--- config.mk ---
export PLATFORM = sky130hd
export DESIGN_NAME = bpsk_tx_sched
export DESIGN_NICKNAME = d
export VERILOG_FILES = /design/src/rtl/bpsk_tx_sched.sv
export SDC_FILE = /design/constraint.sdc
export NUM_CORES = 1
export LEC_CHECK = 0
export CORE_ASPECT_RATIO = 1.4
export CORE_MARGIN = 2
export CORE_UTILIZATION = 25
export CTS_CLUSTER_SIZE = 24
export DETAILED_ROUTE_END_ITERATION = 8
export GPL_TIMING_DRIVEN = 0
export SLEW_MARGIN = 0
export SYNTH_ARGS = -nofsm -noshare
export SYNTH_HDL_FRONTEND = slang
export SYNTH_SLANG_ARGS = --single-unit
--- constraint.sdc ---
create_clock -name clk -period 2.95 [get_ports clk]
set_clock_uncertainty 0.05 [all_clocks]
set_input_delay 0.295 -clock clk [delete_from_list [all_inputs] [get_ports clk]]
set_output_delay 0.295 -clock clk [all_outputs]
set_load 0.02 [all_outputs]
--- src/rtl/bpsk_tx_sched.sv ---
// bpsk_tx_sched: two-requester frame scheduler in front of a BPSK modulator.
// Each accepted byte goes out as one frame: a fixed preamble, then the 8 data
// bits MSB first, then a silent gap of one bit period. When both requesters
// are waiting, arbitration alternates between them. A frame that is cut short
// by reset is dropped, not resumed.
module bpsk_tx_sched #(
    parameter int                 N        = 8,
    parameter int                 PRE_LEN  = 7,
    parameter logic [PRE_LEN-1:0] PREAMBLE = 7'b0110101
) (
    input  logic       clk,
    input  logic       reset,
    input  logic       ce,
    input  logic       req0_valid,
    input  logic       req1_valid,
    input  logic [7:0] req0_data,
    input  logic [7:0] req1_data,
    output logic       req0_ready,
    output logic       req1_ready,
    output logic       mod_ce,
    output logic       mod_bit,
    output logic       busy,
    output logic       grant,
    output logic       frame_done
);

    // The bit index has to reach both the last preamble bit and data bit 7.
    localparam int CW      = (N > 1) ? $clog2(N) : 1;
    localparam int BIT_MAX = (PRE_LEN > 8) ? PRE_LEN : 8;
    localparam int BW      = $clog2(BIT_MAX);

    typedef enum logic [1:0] {
        IDLE = 2'd0,
        PRE  = 2'd1,
        DATA = 2'd2,
        GAP  = 2'd3
    } state_t;

    state_t          state_q, state_d;
    logic [CW-1:0]   cnt_q, cnt_d;
    logic [BW-1:0]   bit_q, bit_d;
    logic [7:0]      shreg_q, shreg_d;
    logic            grant_q, grant_d;
    logic            last_grant_q, last_grant_d;

    logic            bit_end;
    logic            winner;
    logic [(1<<BW)-1:0] pre_rev;

    // Preamble reversed so that it can be indexed directly by the bit index.
    always_comb begin
        pre_rev = '0;
        for (int i = 0; i < PRE_LEN; i++) begin
            pre_rev[i] = PREAMBLE[PRE_LEN-1-i];
        end
    end

    // State, counters and data registers; everything holds while ce is low.
    always_ff @(posedge clk or posedge reset) begin
        if (reset) begin
            state_q      <= IDLE;
            cnt_q        <= '0;
            bit_q        <= '0;
            shreg_q      <= '0;
            grant_q      <= 1'b0;
            last_grant_q <= 1'b1;
        end else if (ce) begin
            state_q      <= state_d;
            cnt_q        <= cnt_d;
            bit_q        <= bit_d;
            shreg_q      <= shreg_d;
            grant_q      <= grant_d;
            last_grant_q <= last_grant_d;
        end
    end

    // Next state, arbitration, handshake and end-of-frame pulse.
    always_comb begin
        state_d      = state_q;
        cnt_d        = cnt_q;
        bit_d        = bit_q;
        shreg_d      = shreg_q;
        grant_d      = grant_q;
        last_grant_d = last_grant_q;
        req0_ready   = 1'b0;
        req1_ready   = 1'b0;
        frame_done   = 1'b0;

        bit_end = (cnt_q == CW'(N - 1));
        // With both requesters waiting, the one not served last time wins.
        winner  = (req0_valid && req1_valid) ? ~last_grant_q : req1_valid;

        if (ce && !reset) begin
            unique case (state_q)
                IDLE: begin
                    if (req0_valid || req1_valid) begin
                        req0_ready   = ~winner;
                        req1_ready   = winner;
                        shreg_d      = winner ? req1_data : req0_data;
                        grant_d      = winner;
                        last_grant_d = winner;
                        cnt_d        = '0;
                        bit_d        = '0;
                        state_d      = PRE;
                    end
                end
                PRE: begin
                    if (bit_end) begin
                        cnt_d = '0;
                        if (bit_q == BW'(PRE_LEN - 1)) begin
                            bit_d   = '0;
                            state_d = DATA;
                        end else begin
                            bit_d = bit_q + BW'(1);
                        end
                    end else begin
                        cnt_d = cnt_q + CW'(1);
                    end
                end
                DATA: begin
                    if (bit_end) begin
                        cnt_d   = '0;
                        shreg_d = {shreg_q[6:0], 1'b0};
                        if (bit_q == BW'(7)) begin
                            bit_d   = '0;
                            state_d = GAP;
                        end else begin
                            bit_d = bit_q + BW'(1);
                        end
                    end else begin
                        cnt_d = cnt_q + CW'(1);
                    end
                end
                GAP: begin
                    if (bit_end) begin
                        cnt_d      = '0;
                        state_d    = IDLE;
                        frame_done = 1'b1;
                    end else begin
                        cnt_d = cnt_q + CW'(1);
                    end
                end
                default: state_d = IDLE;
            endcase
        end
    end

    // Modulator-facing outputs decoded from the registered state.
    always_comb begin
        mod_ce = ce && ((state_q == PRE) || (state_q == DATA));
        busy   = (state_q != IDLE);
        grant  = grant_q;
        unique case (state_q)
            PRE:     mod_bit = pre_rev[bit_q];
            DATA:    mod_bit = shreg_q[7];
            default: mod_bit = 1'b0;
        endcase
    end

endmodule

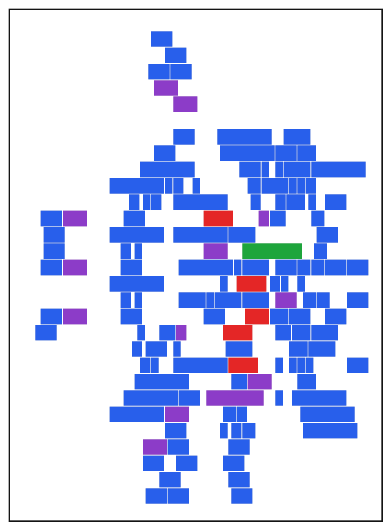
**Above:** run 1 (drive-strength map).
Scale: 6 px per µm.
- blue: drive 1 or less (cells 124; share 87%)
- green: drive 3 to 4 (cells 1; share 0.70%)
- red: drive 6 and up (cells 5; share 3.5%)
- purple: drive 2 (cells 13; share 9.1%)
Finished Cell Area: 1580 µm²
Repair and plain buffers: 30

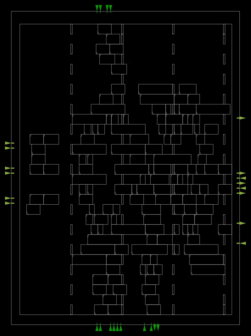
**Above:** run 1 (placement view).
fillers: 483
Tap Cells: 62
Core ar.: 4540 µm²
final cell count without fillers: 205

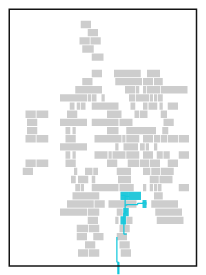
**Above:** run 1 (port wiring).
Scale: 3 px per µm.
- cyan: req1_valid (bits 1; direction input; end cells 5; wire 35.4 µm)

==> deck_impl_summary.md, run 1 <==
Physical Implementation Snapshot

Outcome
  – Outcome: complete, no violations

Critical path
  – Critical Path RT: 2.61 ns
  – CP max FO: 7
  – Crit start category: flip-flop
  – Crit Reg-Reg Startpoint: state_q[0]

Placement
  – Port bufs: 27
  – Final GP Congestion: 0.761
  – HPWL after DPL: 1930 µm

Global routing
  – First-pass GRT wire length: 3990 µm
  – Grt met3 use: 0.0183
  – Global route hottest layer: met2
  – Overflow after GRT: 0
  – Largest net degree at the start of global routing: 19
  – Grt met2 use: 0.180

Power and ir drop
  – Cell area power density: 836 nW/µm²
  – Psw: 0.503 mW
  – Max power group: combinational cells
  – Total leakage power: 0.685 nW

STA
  – Final min period: 2.65 ns
  – Fmax: 377 MHz
  – Endpoints failing hold: 0

Logic synthesis
  – Area leader, netlist: dfrtp_1
  – Post-synth EDFFs: 0
  – YS chip area: 1170 µm²
  – Area share, top type: 0.362
  – Ys cells: 112
  – Post-Syn Area per Cell: 10.5 µm²
  – Distinct cells, synth: 32
  – Mapped Cells: 112
  – Top post-synthesis cells by count: 17 x dfrtp_1, 12 x mux2i_1, 11 x ha_1
  – Post-Syn Area: 1170 µm²
  – Synth Area in Compound Gates: 0.156
  – Post-Synth XOR/XNOR Area: 0
  – Most used DFF post-synth: dfrtp_1

Floorplanning
  – Cell Rows: 29
  – Die height: 85.1 µm
  – Fp util: 0.259

Route
  – Vias/cell: 4.59
  – DR iter-0 viols: 56
  – Via Count: 941
  – Routed wire per std cell: 11.6 µm

Clock tree
  – Post-CTS sizing: 0
  – H-Tree Depth: 1
  – CTS tree: yes
  – # hold bufs at CTS: 0
  – Clock sink count: 18
  – Clock Latency Late Sink: 0.25 ns
  – Root Buffer Master: clkbuf_8

Flow run
  – Log Warnings: 32
run 1: cells by family after synthesis:
kind of cell    after synthesis
compound gates               24
fa+ha+maj                    11
buf+inv                      11
flops                        18
mux                          20
simple gates                 28
run 1: layout make-up:
cell class,count,share of cell area
buffer,3,0.0135
clock buffer,4,0.0349
inverter,8,0.0190
multi-input combinational,83,0.425
sequential,18,0.287
tap,62,0.0492
timing repair buffer,27,0.171
run 1: through the flow:
stage	worst slack, ns	util	power [mW]	std cells	hold WS, ns
floorplan	1.14	-	0.928	112	0.183
global placement	0.394	0.335	1.09	201	0.411
detailed placement	0.363	0.335	1.13	201	0.428
CTS	0.284	0.348	1.33	205	0.444
global route	0.151	0.348	1.44	205	0.485
finish	0.297	0.348	1.32	205	0.436
run 1: worst max-delay path by stage:
| stage | start | to | depth (start not counted) |
|---|---|---|---|
| floorplan | state_q[0] | req0_ready | 5 |
| global placement | req1_valid | req1_ready | 4 |
| detailed placement | req1_valid | req1_ready | 4 |
| CTS | state_q[0] | req0_ready | 6 |
| global route | state_q[0] | req0_ready | 6 |
| finish | state_q[0] | req0_ready | 6 |
run 1: registers in the layout, indices dropped and copies added, names as in the netlist:
signal	cells
grant	1
last_grant_q	1
state_q	2
shreg_q	8
bit_q	3
cnt_q	3
run 1: metal layers:
| layer | vias to the layer above | wire, µm |
|---|---|---|
| met5 | - | 0 |
| met4 | 0 | 31 |
| met3 | 5 | 94 |
| met2 | 21 | 1300 |
| met1 | 454 | 958 |
| li1 | 461 | - |
run 1: critical path, cell delays in order (launching register included):
cell and delay, ns:
dfrtp_1 0.41, inv_1 0.14, ha_1 0.34, inv_1 0.10, nor2_1 0.23, and3_1 0.22, clkdlybuf4s50_1 0.61
==> run 2: changes to the inputs <==
--- a/config.mk
+++ b/config.mk
@@ -10,7 +10,6 @@
 export CORE_UTILIZATION = 25
 export CTS_CLUSTER_SIZE = 24
 export DETAILED_ROUTE_END_ITERATION = 8
-export GPL_TIMING_DRIVEN = 0
 export SLEW_MARGIN = 0
 export SYNTH_ARGS = -nofsm -noshare
 export SYNTH_HDL_FRONTEND = slang
==> run 2 against run 1 <==
Setup slack improved by 0.0054 ns. Clock-buffer cell count is the same. Maximum frequency rose by 0.21%. Register-to-register slack worse by 0.11 ns. Clock power hardly changed. Hold slack got worse by 0.0041 ns. Design area decreased by 0.40%. Synthesized cell count did not move. First-iteration DRC count down 68%. Sequential power is essentially flat. Utilization shrank 0.14 points.
==> deck_impl_summary.md, run 2 <==
Physical Implementation Snapshot

Outcome
  – Outcome: complete, no violations

Placement
  – Port bufs: 27
  – HPWL after DPL: 1940 µm

Flow run
  – Log Warnings: 32

Logic synthesis
  – Top post-synthesis cells by count: 17 x dfrtp_1, 12 x mux2i_1, 11 x ha_1
  – Area leader, netlist: dfrtp_1
  – Post-Synth XOR/XNOR Area: 0
  – Ys cells: 112
  – Distinct cells, synth: 32

STA
  – Endpoints failing hold: 0
  – Hold Slack: 0.432 ns
  – Fmax: 378 MHz
  – Final min period: 2.65 ns

Cells and area
  – Finished Cell Area: 1570 µm²
  – Final Util: 0.346
  – Fillers: 479

Power and ir drop
  – Cell area power density: 836 nW/µm²
  – Total power: 1.31 mW

Clock tree
  – Post-CTS sizing: 0
  – Clock sink count: 18

Route
  – Vias/cell: 4.43
[run 2: cell counts after synthesis]
Identical to the previous run, type by type.
[run 2: power by group through the flow]
stage | logic (mW) | clock network, mW | registers, mW
3_5_place_dp | 0.664 | 0 | 0.461
2_1_floorplan | 0.479 | 0 | 0.448
3_3_place_gp | 0.632 | 0 | 0.450
6_report | 0.654 | 0.202 | 0.456
5_1_grt | 0.734 | 0.224 | 0.475
4_1_cts | 0.666 | 0.208 | 0.457
[run 2: worst paths after layout]
path	startpoint	to	slack, ns	cells past startpoint
max	state_q[0]	req0_ready	0.30	6
min	shreg_q[0]	shreg_q[0]	0.43	2
max in group asynchronous	reset	shreg_q[2]	1.91	2
max reg2reg	state_q[0]	bit_q[0]	0.90	6
min reg2reg	shreg_q[0]	shreg_q[0]	0.43	2
min in group asynchronous	reset	state_q[1]	0.48	2
[run 2: area by class of cell]
| type | instances | share of cell area |
|---|---|---|
| Clock buffer | 4 | 0.0351 |
| Inverter | 8 | 0.0191 |
| Multi-Input combinational cell | 83 | 0.427 |
| Sequential cell | 18 | 0.288 |
| Tap cell | 62 | 0.0494 |
| Timing Repair Buffer | 29 | 0.182 |
[run 2: worst max-delay path, cell delays in order (launching register included)]
cell             delay (ns)
dfrtp_1                0.42
inv_1                  0.14
ha_1                   0.33
inv_1                  0.10
nor2_1                 0.22
and3_1                 0.21
clkdlybuf4s50_1        0.61
[run 2: metal layers]
layer / part of all wire / global-route usage / vias to the layer above / routed length, µm
li1: - / - / 456 / -
met1: 0.41 / 0.106 / 426 / 985
met2: 0.54 / 0.188 / 17 / 1310
met3: 0.033 / 0.0183 / 4 / 79
met4: 0.012 / 0.0290 / 0 / 29
met5: 0 / 0 / - / 0
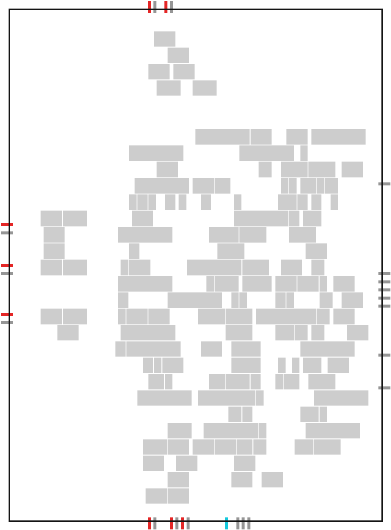
**Above:** run 2 (pin placement).
Scale: 6 px per µm. Pins as bars across the die edge, other pins in gray.
- red: req0_data (pins 8; direction input; edge 3 bottom, 3 left, 2 top)
- cyan: req1_valid (pins 1; direction input; edge bottom)

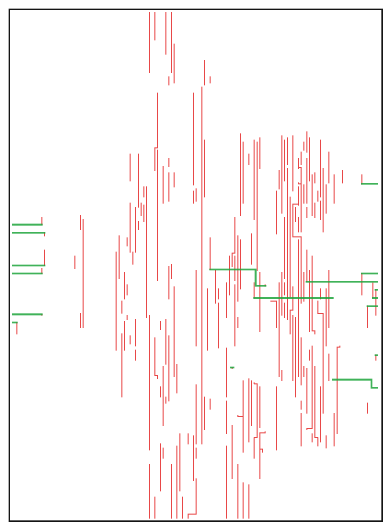
**Above:** run 2 (wiring by layer).
Scale: 6 px per µm. Two of the layers only.
- red: met2 (wire length 1,310 µm)
- green: met3 (wire length 79.3 µm)

No activity file was given, so power comes from the tool's default toggle rates.
